**Metal 4**

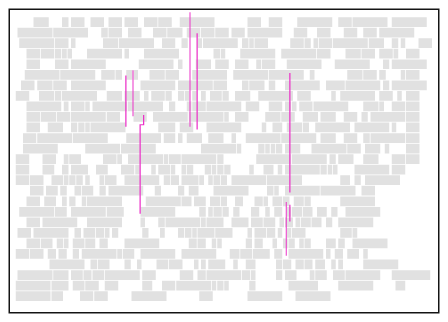
**I/O pins on the die edge**

Pins as bars across the die edge, other pins in gray.
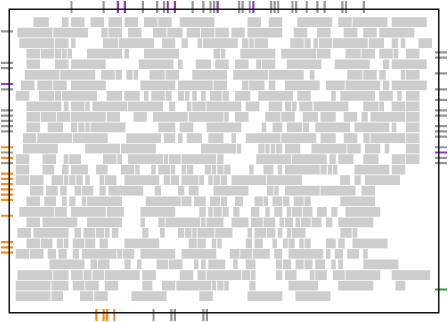
File: config.mk
export PLATFORM = sky130hd
export DESIGN_NAME = stream_framer
export DESIGN_NICKNAME = d
export VERILOG_FILES = /design/src/rtl/stream_framer.sv
export SDC_FILE = /design/constraint.sdc
export NUM_CORES = 1
export LEC_CHECK = 0
export CORE_ASPECT_RATIO = 0.7
export CORE_UTILIZATION = 53
export DETAILED_ROUTE_END_ITERATION = 16
export GPL_TIMING_DRIVEN = 0
export PLACE_DENSITY_LB_ADDON = 0.12
export SETUP_SLACK_MARGIN = 0.02
export SYNTH_ARGS = -nofsm -noshare
export SYNTH_HDL_FRONTEND = slang
export SYNTH_SLANG_ARGS = --single-unit
File: constraint.sdc
create_clock -name clk -period 3.85 [get_ports clk]
set_input_delay 0.77 -clock clk [delete_from_list [all_inputs] [get_ports clk]]
set_output_delay 0.77 -clock clk [all_outputs]
set_load 0.01 [all_outputs]
File: src/rtl/stream_framer.sv
// Input stage of the blur pipeline: 2-entry skid buffer plus row/column framing tags and s_last checking.
// Optional `STREAM_FRAMER_RESYNC_EN adds a RESYNC state that drops beats after a late frame end.
module stream_framer #(
    parameter int unsigned WIDTH = 8,
    parameter int unsigned COLS  = 260,
    parameter int unsigned ROWS  = 258
) (
    input  logic             clk,
    input  logic             reset,
    input  logic [WIDTH-1:0] s_data0,
    input  logic [WIDTH-1:0] s_data1,
    input  logic [WIDTH-1:0] s_data2,
    input  logic             s_valid,
    input  logic             s_last,
    output logic             s_ready,
    output logic [WIDTH-1:0] m_data0,
    output logic [WIDTH-1:0] m_data1,
    output logic [WIDTH-1:0] m_data2,
    output logic             m_valid,
    input  logic             m_ready,
    output logic             m_sol,
    output logic             m_eol,
    output logic             m_sof,
    output logic             m_eof,
    output logic             err_early,
    output logic             err_late,
    output logic [15:0]      frame_cnt
);

    localparam int unsigned CW = (COLS > 1) ? $clog2(COLS) : 1;
    localparam int unsigned RW = (ROWS > 1) ? $clog2(ROWS) : 1;

`ifdef STREAM_FRAMER_RESYNC_EN
    typedef enum logic {RUN = 1'b0, RESYNC = 1'b1} state_t;
`else
    typedef enum logic {RUN = 1'b0} state_t;
`endif

    typedef struct packed {
        logic [WIDTH-1:0] d0;
        logic [WIDTH-1:0] d1;
        logic [WIDTH-1:0] d2;
        logic             sol;
        logic             eol;
        logic             sof;
        logic             eof;
    } beat_t;

    state_t        state_q, state_d;
    logic [CW-1:0] col_q, col_d;
    logic [RW-1:0] row_q, row_d;
    logic [15:0]   frame_q, frame_d;
    logic          early_q, early_d;
    logic          late_q, late_d;
    logic [1:0]    occ_q, occ_d;
    logic          s_ready_q, s_ready_d;
    beat_t         head_q, head_d, skid_q, skid_d, nb;
    logic          in_fire, out_fire, push, keep, last_col, last_pos;

    assign in_fire  = s_valid & s_ready_q;
    assign out_fire = m_valid & m_ready;
    assign last_col = (col_q == CW'(COLS - 1));
    assign last_pos = last_col && (row_q == RW'(ROWS - 1));
    assign push     = in_fire & keep;

    always_comb begin
        state_d = state_q;
        col_d   = col_q;
        row_d   = row_q;
        frame_d = frame_q;
        early_d = early_q;
        late_d  = late_q;
        keep    = 1'b1;
        nb.d0   = s_data0;
        nb.d1   = s_data1;
        nb.d2   = s_data2;
        nb.sol  = (col_q == '0);
        nb.eol  = last_col;
        nb.sof  = (col_q == '0) && (row_q == '0);
        nb.eof  = last_pos | s_last;
        if (in_fire) begin
            case (state_q)
                RUN: begin
                    if (last_pos) begin
                        col_d   = '0;
                        row_d   = '0;
                        frame_d = frame_q + 16'd1;
                        if (!s_last) begin
                            late_d = 1'b1;
`ifdef STREAM_FRAMER_RESYNC_EN
                            state_d = RESYNC;
`endif
                        end
                    end else if (s_last) begin
                        early_d = 1'b1;
                        col_d   = '0;
                        row_d   = '0;
                    end else if (last_col) begin
                        col_d = '0;
                        row_d = row_q + 1'b1;
                    end else begin
                        col_d = col_q + 1'b1;
                    end
                end
`ifdef STREAM_FRAMER_RESYNC_EN
                RESYNC: begin
                    keep = 1'b0;
                    if (s_last) state_d = RUN;
                end
`endif
                default: state_d = RUN;
            endcase
        end
    end

    // Head is the output register; the skid entry only fills when the head is stalled.
    always_comb begin
        head_d = head_q;
        skid_d = skid_q;
        occ_d  = occ_q;
        case ({push, out_fire})
            2'b10: begin
                if (occ_q == 2'd0) head_d = nb;
                else               skid_d = nb;
                occ_d = occ_q + 2'd1;
            end
            2'b01: begin
                head_d = skid_q;
                occ_d  = occ_q - 2'd1;
            end
            2'b11: head_d = nb;
            default: ;
        endcase
        s_ready_d = (occ_d < 2'd2);
    end

    always_ff @(posedge clk or negedge reset) begin
        if (!reset) begin
            state_q   <= RUN;
            col_q     <= '0;
            row_q     <= '0;
            frame_q   <= '0;
            early_q   <= 1'b0;
            late_q    <= 1'b0;
            occ_q     <= '0;
            s_ready_q <= 1'b0;
            head_q    <= '0;
            skid_q    <= '0;
        end else begin
            state_q   <= state_d;
            col_q     <= col_d;
            row_q     <= row_d;
            frame_q   <= frame_d;
            early_q   <= early_d;
            late_q    <= late_d;
            occ_q     <= occ_d;
            s_ready_q <= s_ready_d;
            head_q    <= head_d;
            skid_q    <= skid_d;
        end
    end

    assign s_ready   = s_ready_q;
    assign m_valid   = (occ_q != 2'd0);
    assign m_data0   = head_q.d0;
    assign m_data1   = head_q.d1;
    assign m_data2   = head_q.d2;
    assign m_sol     = head_q.sol;
    assign m_eol     = head_q.eol;
    assign m_sof     = head_q.sof;
    assign m_eof     = head_q.eof;
    assign err_early = early_q;
    assign err_late  = late_q;
    assign frame_cnt = frame_q;

endmodule

==> reports/qor.csv <==
stage,metric,value,unit
logic_synthesis,synthArstFlopShare,100.0,%
sta,timing.hold.ws,0.4365,ns
critical_path,crit_start,s_valid,
global_routing,track_usage,23.77,%
placement,gp_congestion,0.8762,
clocking,cts.sinks,95,
floorplanning,rows,27,
clocking,cts_made_buffers,9,
route,drc,0,
critical_path,critPathLaunchType,input pin,
sta,hold_viol,0,
layout,antenna_cells,0,
logic_synthesis,yosysSeqAreaShare,54.47,%
layout,flop_area,2377,µm²
sta,finalSetupViolCount,0,
critical_path,end_kind,register,
clocking,clk_pin_slew,0.07,ns
placement,place_area,5276,µm²
floorplanning,core,7905,µm²
logic_synthesis,synthCells,395,
logic_synthesis,netlist_top_cells_area,"dfrtp_1 (54%), mux2_2 (7.5%), mux2i_1 (5.7%)",
clocking,root_buffer,clkbuf_16,
layout,logic_area,1854,µm²
global_routing,grt_remaining_overflow,0,
route,drt_iter0_markers,186,
sta,layout_setup_ws,0.7131,ns
layout,num-nets-final,520,
clocking,clkLatencyLatePin,0.34,ns
route,drtAntennaViolNets,0,
status,status,finished clean,
logic_synthesis,synth_area_leader_cell,dfrtp_1,
clocking,cts_setup_buffers,0,
route,vias_per_cell,5.598,
critical_path,cp_common_cell,clkbuf_1,
sta,fin_skew,0.009451,ns
layout,fin_util,70.24,%
global_routing,grt_start_max_net_pins,50,
critical_path,cpPeakStageDelay,0.61,ns
sta,fin_crit_sh,81.48,%
critical_path,path_cells,clkdlybuf4s50_1 > nand2_1 > clkbuf_1 > ha_1 > clkbuf_1 > clkbuf_1 > mux2i_1 > o21ai_0,
floorplanning,fp_util,55.21,%
flow_run,openroad.warnings,30,
logic_synthesis,synth_area,4364,µm²
layout,final_cells,589,
sta,max_slew_margin,49.88,%
sta,maxSlewViolCount,0,
logic_synthesis,syn_nets,432,
pwr,p_leak,2.451,nW
route,wire_per_inst,16.11,µm
layout,syn2layout_area_growth,27.24,%
critical_path,crit_type,input pin to register,
critical_path,critPathBufInv,4,
logic_synthesis,yosys.area.top_type_share,54.47,%
critical_path,path_max_fanout,10,
clocking,cts_resized,0,
logic_synthesis,edf_count,0,
critical_path,r2r_start,s_ready$_DFF_PN0_,
-- 'metal 4' (at the start) --
The longest straight run is 30.6 µm. 6 nets have wire on it.
via count: 3297
routed wire length: 9490 µm

-- 'I/O pins on the die edge' (at the start) --
Key: orange = `frame_cnt` [pins 16, direction output, edge 12 left, 4 bottom]; green = `reset` [pins 1, direction input, edge right]; purple = `s_data1` [pins 8, direction input, edge 6 top, 1 left, 1 right]
die height: 77.92 µm
port bufs: 76
die width: 110.5 µm

## cell families (layout without fill, tap and decap cells)
group | Yosys count | after routing | share of synthesized area (%)
compound gates | 69 | 69 | 9.261
buf+inv | 34 | 127 | 3.039
fa+ha+maj | 8 | 8 | 2.294
simple gates | 115 | 115 | 13.70
xor+xnor | 20 | 20 | 4.014
mux | 54 | 54 | 13.22
flops | 95 | 95 | 54.47
## cell usage in the layout, fill, tap and decap left out, drive strengths merged, types with 2 or more instances in the layout
cell,instances
a21o,4
a21oi,9
a22o,4
and2,2
and3,3
and4,3
buf,7
clkbuf,25
clkdlybuf4s50,75
clkinv,3
clkinvlp,2
dfrtp,95
ha,8
inv,15
mux2,29
mux2i,25
nand2,48
nand3,8
nand4,9
nor2,11
nor3,13
nor4,6
o21ai,40
o22ai,2
o31ai,5
or3,2
or4,3
xnor2,7
xor2,13
## power by group
group          leakage, nW  internal [mW]  switching [mW]
combinational         1.12          0.649           0.624
clock                0.132          0.454           0.369
sequential            1.20           1.33           0.192
## layer usage
layer	vias to the layer above	routed length [µm]	part of all wire (%)	GRT usage, %
met1	1601	4493	47	33.42
met4	0	152	1.6	6.667
met3	19	606	6.4	6.719
met2	103	4237	45	36.21
li1	1574	-	-	-
met5	-	0	0	0
## Yosys cell counts (4+ instances only)
master / number
nand4_1: 9
buf_2: 4
a21o_1: 4
clkbuf_1: 14
xnor2_1: 7
dfrtp_1: 95
nor3_1: 13
a22o_1: 4
a21oi_1: 8
mux2i_1: 25
inv_1: 15
mux2_2: 29
nand3_1: 8
o31ai_1: 5
nor2_1: 11
nand2_1: 48
o21ai_0: 40
xor2_1: 13
ha_1: 8
## final cells by class
| cell class | instances | area share [%] |
|---|---|---|
| Multi-Input combinational cell | 266 | 33.39 |
| Clock buffer | 11 | 4.371 |
| Sequential cell | 95 | 42.81 |
| Inverter | 15 | 1.014 |
| Timing Repair Buffer | 77 | 14.15 |
| Clock inverter | 5 | 0.6084 |
| Tap cell | 101 | 2.276 |
| Buffer | 19 | 1.374 |
## final timing paths
kind / end / slack [ns] / cells after the start
max: m_data0[3]$_DFFE_PN0P_ / 0.71 / 8
min: col_q[3]$_DFFE_PN0P_ / 0.44 / 1
max reg2reg: m_data0[3]$_DFFE_PN0P_ / 1.15 / 7
min reg2reg: err_late$_DFFE_PN0P_ / 0.46 / 1
max in group asynchronous: skid_q[19]$_DFFE_PN0P_ / 2.77 / 2
min in group clk: err_late$_DFFE_PN0P_ / 0.46 / 1
## state kept, by name, summed over array words and instances (netlist names), named ones only
signal	count
err_early	1
frame_cnt	16
m_eol	1
m_data2	8
err_late	1
m_data0	8
m_sof	1
skid_q	28
m_eof	1
occ_q	1
col_q	9
m_data1	8
row_q	9
s_ready	1
m_sol	1
Power is estimated from default activity; no workload was simulated.
